==> src/rtl/risc8_uart_rx.sv <==
// risc8 IO-bus UART receiver: 2-flop sync, 8N1 deframer, small FIFO.
// Ports: clk, reset(async low), addr/ren/wen/wdata in, rdata/valid out,
//        serial_rx line in, rx_ready (FIFO non-empty) out.
module risc8_uart_rx #(
  parameter logic [6:0] BASE      = 7'h2C,
  parameter int         DIVISOR   = 104,
  parameter int         FIFO_BITS = 2
) (
  input  logic       clk,
  input  logic       reset,
  input  logic [6:0] addr,
  input  logic       ren,
  input  logic       wen,
  input  logic [7:0] wdata,
  output logic [7:0] rdata,
  output logic       valid,
  input  logic       serial_rx,
  output logic       rx_ready
);

  localparam logic [6:0] STAT = BASE + 7'd1;
  localparam int CW    = $clog2(DIVISOR);
  localparam int PW    = FIFO_BITS + 1;
  localparam int DEPTH = 1 << FIFO_BITS;
  localparam logic [CW-1:0] FULLC = CW'(DIVISOR - 1);
  localparam logic [CW-1:0] HALFC = CW'(DIVISOR / 2 - 1);

  typedef enum logic [2:0] {
    S_IDLE, S_START, S_DATA, S_STOP, S_BRK
  } state_e;

  logic          meta_q, rxs_q;
  state_e        state_q;
  logic [CW-1:0] cnt_q;
  logic [2:0]    idx_q;
  logic [7:0]    shift_q;

  logic [PW-1:0] wptr_q, rptr_q, wptr_d, rptr_d;
  logic [7:0]    mem_q [DEPTH];
  logic          ovr_q, ferr_q;
  logic [7:0]    rdata_q, rdata_d;
  logic          valid_q;

  logic stop_done, push, ferr_set;
  logic empty, full;
  logic rd_data, rd_stat, w1c, pop, push_ok, ovr_set;
  logic [7:0] status;
  logic unused_wdata;

  assign unused_wdata = ^{wdata[7:3], wdata[0]};

  always_ff @(posedge clk or negedge reset) begin
    if (!reset) begin
      meta_q <= 1'b1;
      rxs_q  <= 1'b1;
    end else begin
      meta_q <= serial_rx;
      rxs_q  <= meta_q;
    end
  end

  always_ff @(posedge clk or negedge reset) begin
    if (!reset) begin
      state_q <= S_IDLE;
      cnt_q   <= '0;
      idx_q   <= '0;
      shift_q <= '0;
    end else begin
      case (state_q)
        S_IDLE: begin
          if (!rxs_q) begin
            state_q <= S_START;
            cnt_q   <= HALFC;
          end
        end
        S_START: begin
          if (cnt_q == '0) begin
            if (!rxs_q) begin
              state_q <= S_DATA;
              idx_q   <= '0;
              cnt_q   <= FULLC;
            end else begin
              state_q <= S_IDLE;
            end
          end else begin
            cnt_q <= cnt_q - CW'(1);
          end
        end
        S_DATA: begin
          if (cnt_q == '0) begin
            shift_q[idx_q] <= rxs_q;
            cnt_q          <= FULLC;
            if (idx_q == 3'd7) state_q <= S_STOP;
            else idx_q <= idx_q + 3'd1;
          end else begin
            cnt_q <= cnt_q - CW'(1);
          end
        end
        S_STOP: begin
          if (cnt_q == '0) begin
            state_q <= rxs_q ? S_IDLE : S_BRK;
          end else begin
            cnt_q <= cnt_q - CW'(1);
          end
        end
        S_BRK: begin
          if (rxs_q) state_q <= S_IDLE;
        end
        default: state_q <= S_IDLE;
      endcase
    end
  end

  assign stop_done = (state_q == S_STOP) && (cnt_q == '0);
  assign push      = stop_done && rxs_q;
  assign ferr_set  = stop_done && !rxs_q;

  assign empty = (wptr_q == rptr_q);
  assign full  = (wptr_q[PW-2:0] == rptr_q[PW-2:0]) &&
                 (wptr_q[PW-1] != rptr_q[PW-1]);

  assign rd_data = ren && (addr == BASE);
  assign rd_stat = ren && (addr == STAT);
  assign w1c     = wen && (addr == STAT);
  assign pop     = rd_data && !empty;
  // A pop on the same edge frees a slot, so a push into a full FIFO lands.
  assign push_ok = push && (!full || pop);
  assign ovr_set = push && full && !pop;

  assign status = {4'b0, full, ferr_q, ovr_q, !empty};

  always_comb begin
    wptr_d = wptr_q;
    rptr_d = rptr_q;
    if (push_ok) wptr_d = wptr_q + PW'(1);
    if (pop)     rptr_d = rptr_q + PW'(1);
  end

  always_comb begin
    rdata_d = 8'h00;
    unique case (1'b1)
      rd_data: rdata_d = empty ? 8'h00 : mem_q[rptr_q[PW-2:0]];
      rd_stat: rdata_d = status;
      default: rdata_d = 8'h00;
    endcase
  end

  always_ff @(posedge clk or negedge reset) begin
    if (!reset) begin
      wptr_q  <= '0;
      rptr_q  <= '0;
      ovr_q   <= 1'b0;
      ferr_q  <= 1'b0;
      rdata_q <= 8'h00;
      valid_q <= 1'b0;
      for (int i = 0; i < DEPTH; i++) mem_q[i] <= 8'h00;
    end else begin
      wptr_q  <= wptr_d;
      rptr_q  <= rptr_d;
      if (push_ok) mem_q[wptr_q[PW-2:0]] <= shift_q;
      ovr_q   <= ovr_set | (ovr_q & ~(w1c & wdata[1]));
      ferr_q  <= ferr_set | (ferr_q & ~(w1c & wdata[2]));
      rdata_q <= rdata_d;
      valid_q <= rd_data | rd_stat;
    end
  end

  assign rdata    = rdata_q;
  assign valid    = valid_q;
  assign rx_ready = !empty;

endmodule
==> config.mk <==
export PLATFORM = sky130hd
export DESIGN_NAME = risc8_uart_rx
export DESIGN_NICKNAME = d
export VERILOG_FILES = /design/src/rtl/risc8_uart_rx.sv
export SDC_FILE = /design/constraint.sdc
export NUM_CORES = 1
export LEC_CHECK = 0
export CORE_AREA = 5 5 108 110
export CTS_CLUSTER_DIAMETER = 60
export DETAILED_ROUTE_END_ITERATION = 8
export DIE_AREA = 0 0 113 115
export SYNTH_ARGS = -nofsm -noshare
export SYNTH_HDL_FRONTEND = slang
export SYNTH_SLANG_ARGS = --single-unit
==> constraint.sdc <==
create_clock -name clk -period 4.28 [get_ports clk]
set_clock_uncertainty 0.05 [all_clocks]
set_input_delay 0.642 -clock clk [delete_from_list [all_inputs] [get_ports clk]]
set_output_delay 0.642 -clock clk [all_outputs]
set_load 0.05 [all_outputs]
==> impl_summary.log <==
[metrics] run summary
[metrics] Final Hold Vio Count: 0
[metrics] synthesized netlist net count: around 320
[metrics] residual overflow from global routing: 0
[metrics] footprint of the flip-flops and latches: approximately 1800 um2
[metrics] initial antenna violation count: 0
[metrics] Pins Over Slew Limit: 0
[metrics] width of the die: between 100 and 150 um
[metrics] Distinct cells, synth: between 50 and 60
[metrics] synthesized-area fraction occupied by and/or/nand/nor cells: 0.137
[metrics] CTS tree: done
[metrics] Clock Sinks: 72
[metrics] fraction of layout cells with a size suffix above 1: 0.276
[metrics] proportion of synthesized flip-flops having asynchronous set or reset: 1.00
[metrics] Clk Latency, worst-skew pair: about 0.35 ns
[metrics] Clock Pin Slew Worst Setup and Hold Paths: about 0.08 ns
[metrics] Hold-fix buffers, CTS: 0
[metrics] Clk Tree Root Cell: clkbuf_8
[metrics] Adder-Cell Fraction of Synth Area: 0.0340
[metrics] Syn Area/Cell: 12.6 um2
[metrics] sequential element share of the synthesized area: 0.500
[metrics] Synth Area in XOR/XNOR: 0.0170
[metrics] mux cell area share after synthesis: 0.190
[metrics] number of clock buffers inserted by TritonCTS: 9
[metrics] worst rel slew slack: 0.526
[metrics] antenna-violating nets left: 0
[metrics] startpoint class of the critical path: register
[metrics] type of element capturing the critical path: primary output
[metrics] period utilisation layout: 0.796
[metrics] # Post-CTS Setup Buffers: 0
[metrics] power density cells: between 300 and 400 nW/um2
[metrics] overall routed net length: ~7.2 mm
[metrics] biggest area consumer among synthesized cells: dfrtp_1
[metrics] yosys stat cell total: 286
[metrics] CP required: 3.59 ns
[metrics] worst slew pin tran: approximately 0.71 ns
[metrics] top cells by area, synth: dfrtp_1 (49%), mux2_2 (13%), mux4_2 (5.0%)
[metrics] Worst Setup Slack, final: 0.875 ns
[metrics] number of diodes added for antenna fixing: 0
[metrics] worst min-delay path class: in -> async
[metrics] number of flops mapped to enable cells by yosys: 0
[metrics] CTS-repair resized insts: 0
[metrics] IO Pins: 30
[metrics] average via count per standard cell: 5.07
[metrics] overall via count from detail_route: approximately 2300
[metrics] gate count of the mapped netlist: about 290
[metrics] DIE HEIGHT: ~120 um
[metrics] outcome: complete, no violations
[metrics] main flop type: dfrtp_1
[metrics] remaining routing DRC violations: 0
[metrics] Clock Path Buffers: 2
[metrics] P&R area growth vs syn: 16.0%
[metrics] count of yosys warnings during synthesis: 0
[metrics] leakage power: around 1.9 nW
[metrics] tool warnings: 36
[metrics] Post-Synthesis Cell Area: between 3000 and 4000 um2
[metrics] critical setup path kind: reg -> out
[metrics] Fmax achieved: between 0.2 and 0.3 GHz
[metrics] worst vdd ir: ~0.14 mV
[metrics] gpl congestion: 0.828
[metrics] nets: 341
[metrics] yosys stat area: 3610 um2
[metrics] core area: about 11000 um2
[metrics] DRC marker count from the first detailed-route iteration: 72
[metrics] H-tree depth reported by CTS: 3
[metrics] via count of the first global-routing pass: approximately 2400
[metrics] setup slack of the worst register-to-register path: roughly 1.7 ns
[metrics] maximum number of pins on one net before global-route repair: 26
[metrics] post-route minimum period: 3.40 ns
[metrics] ys flops: ~72
[metrics] signal arrival time at the worst endpoint: 2.71 ns
[metrics] Setup Slack @ Placement: approximately 1.2 ns
[metrics] unrepaired setup endpoints after global routing: no
[metrics] count of max-cap constraint violations: 0
[metrics] GRT Util Overall: 0.123
[metrics] Top logic family: multiplexers
[metrics] top-area cell type share of the netlist area: 0.486
[metrics] Crit Path Max Fanout: 11
[metrics] tally of filler cells in the layout: roughly 990
[metrics] initial cell density of the core: 0.340
[metrics] power after layout: between 1 and 1.5 mW
[metrics] R2R depth: 4
[metrics] global-route wire length before repair: ~13 mm
[metrics] multi-input gate area in the final layout: around 1700 um2
[metrics] number of placement rows: 38
[metrics] Die Area: between 10000 and 15000 um2
[power by group]
| part | internal [mW] | leakage [nW] | switching (mW) |
|---|---|---|---|
| combinational | 0.0271 | 0.816 | 0.0409 |
| clock | 0.338 | 0.101 | 0.248 |
| sequential | 0.684 | 0.974 | 0.00455 |
| total | 1.05 | 1.89 | 0.293 |
[layout by cell type, fill, tap and decap left out, drive strengths merged, types with 8 or more instances in the layout]
master         count
dfrtp             70
mux2              43
clkdlybuf4s50     22
inv               17
nand2             13
nor2              13
a21oi             11
clkbuf            11
ha                 9
mux4               8
o21ai              8
[state kept, by name, summed over array words and instances (netlist names)]
name / count
mem_q: 32
rdata: 8
shift_q: 8
cnt_q: 7
idx_q: 3
rptr_q: 3
state_q: 3
wptr_q: 3
ferr_q: 1
meta_q: 1
ovr_q: 1
rxs_q: 1
valid: 1
[synthesized netlist by cell type (2+ instances only)]
cell      count
a211oi_4      4
a21oi_1      11
a221oi_1      2
a22oi_1       2
a31oi_1       4
buf_2         2
clkbuf_1      7
dfrtp_1      70
dfstp_2       2
ha_1          9
inv_1        17
mux2_2       43
mux2i_1       2
mux4_2        8
nand2_1      13
nand2b_1      2
nand3_1       6
nand3b_1      2
nand4_1       3
nor2_1       13
nor2b_1       6
nor3_1        6
nor3b_1       5
o211ai_1      2
o21ai_0       8
o22a_1        2
or2_2         2
or3b_2        3
xnor2_1       3
xor2_1        4
[stage by stage]
| stage | hold WS, ns | cells | utilization | instance area, um2 |
|---|---|---|---|---|
| 3_5_place_dp | 0.299 | 441 | 0.375 | 3970 |
| 5_1_grt | 0.279 | 455 | 0.395 | 4180 |
| 3_3_place_gp | 0.298 | 441 | 0.375 | 3970 |
| 4_1_cts | 0.251 | 455 | 0.395 | 4180 |
| 6_report | 0.240 | 455 | 0.395 | 4180 |
| 2_1_floorplan | 0.295 | 286 | - | 3610 |
[critical path, stage by stage (launching register included)]
cell	delay [ns]
dfrtp_1	0.69
xor2_1	0.22
nor3b_1	0.65
inv_1	0.09
clkdlybuf4s50_1	0.72
[per-layer routing]
layer | part of all wire | vias up | track usage | wire length, um
met5 | 0 | - | 0 | 0
met4 | 0.016 | 0 | 0.0497 | 114
met3 | 0.042 | 9 | 0.0368 | 304
met2 | 0.48 | 49 | 0.195 | 3480
met1 | 0.46 | 1169 | 0.158 | 3330
li1 | - | 1082 | - | -
[final cells by class]
type	count	share of cell area
timing repair buffer	26	0.0592
multi-input combinational	186	0.402
tap	140	0.0419
clock buffer	11	0.0338
sequential	72	0.431
clock inverter	3	0.0162
inverter	17	0.0153
[final timing paths]
path                                       start                     to
max                        rptr_q[1]$_DFFE_PN0P_               rx_ready
min                                        reset  mem_q[18]$_DFFE_PN0P_
max reg2reg                 cnt_q[2]$_DFFE_PN0P_   mem_q[7]$_DFFE_PN0P_
min reg2reg                     meta_q$_DFF_PN1_        rxs_q$_DFF_PN1_
max in group asynchronous                  reset        rxs_q$_DFF_PN1_
min in group clk                meta_q$_DFF_PN1_        rxs_q$_DFF_PN1_
Figure 1. Metal 1.
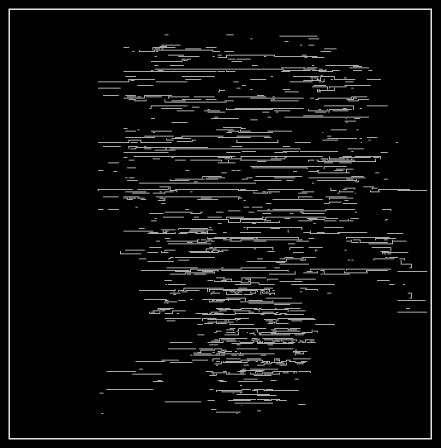
The wires run mostly horizontal. 303 nets have wire on it. The longest straight run is 35.0 um. The layer carries 3330 um of wire.

Figure 2. M2 wires.
The bar under the picture is 20 um long. Cells faint in the background.
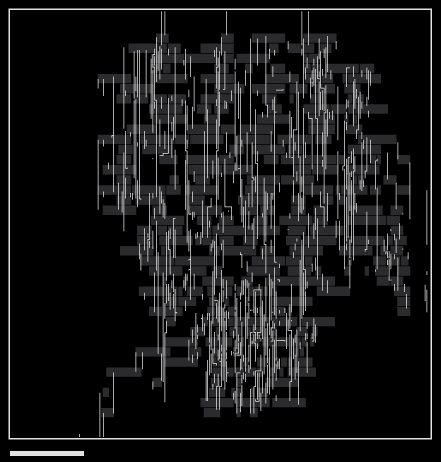
The layer holds 48% of the routed length. The longest straight run is 44.4 um. The wires run mostly vertical. The layer carries 3480 um of wire. 288 nets have wire on it.

Figure 3. The metal 3 layer.
The bar under the picture is 20 um long.
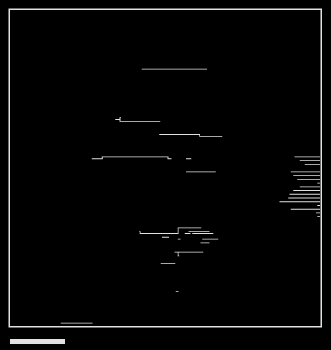
The layer carries 304 um of wire. The longest straight run is 23.9 um. 25 nets have wire on it. The wires run mostly horizontal.

Figure 4. Routing congestion.
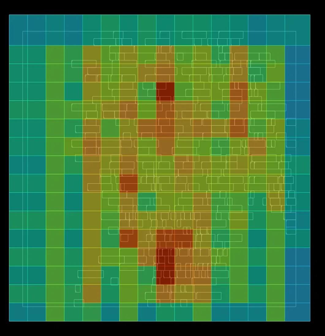
wire length per cell: 15.9 um
routing layer with the top usage in global route: met2
Global Route met1 Usage: 0.158
Final Util: 0.395

Figure 5. A small window of the routed layout.
The bar under the picture is 5 um long. Window x 18 to 38, y 76 to 96 um. Cells in gray, sequential cells in the stronger gray; small squares are vias.
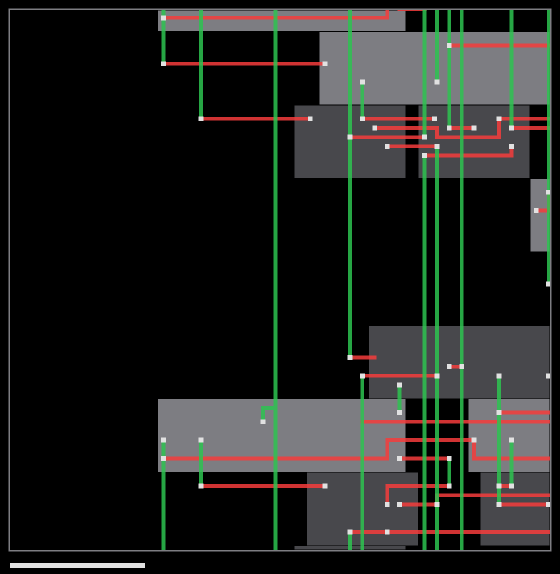
Key: green = met2; red = met1
Sequential cells in the window: 2. Netlist names of flops here include `mem_q` (2). 7 logic cells have their middle in the window. Most frequent: mux2_2 (4), dfrtp_1 (2), mux4_2 (1).

No activity file was given, so power comes from the tool's default toggle rates.
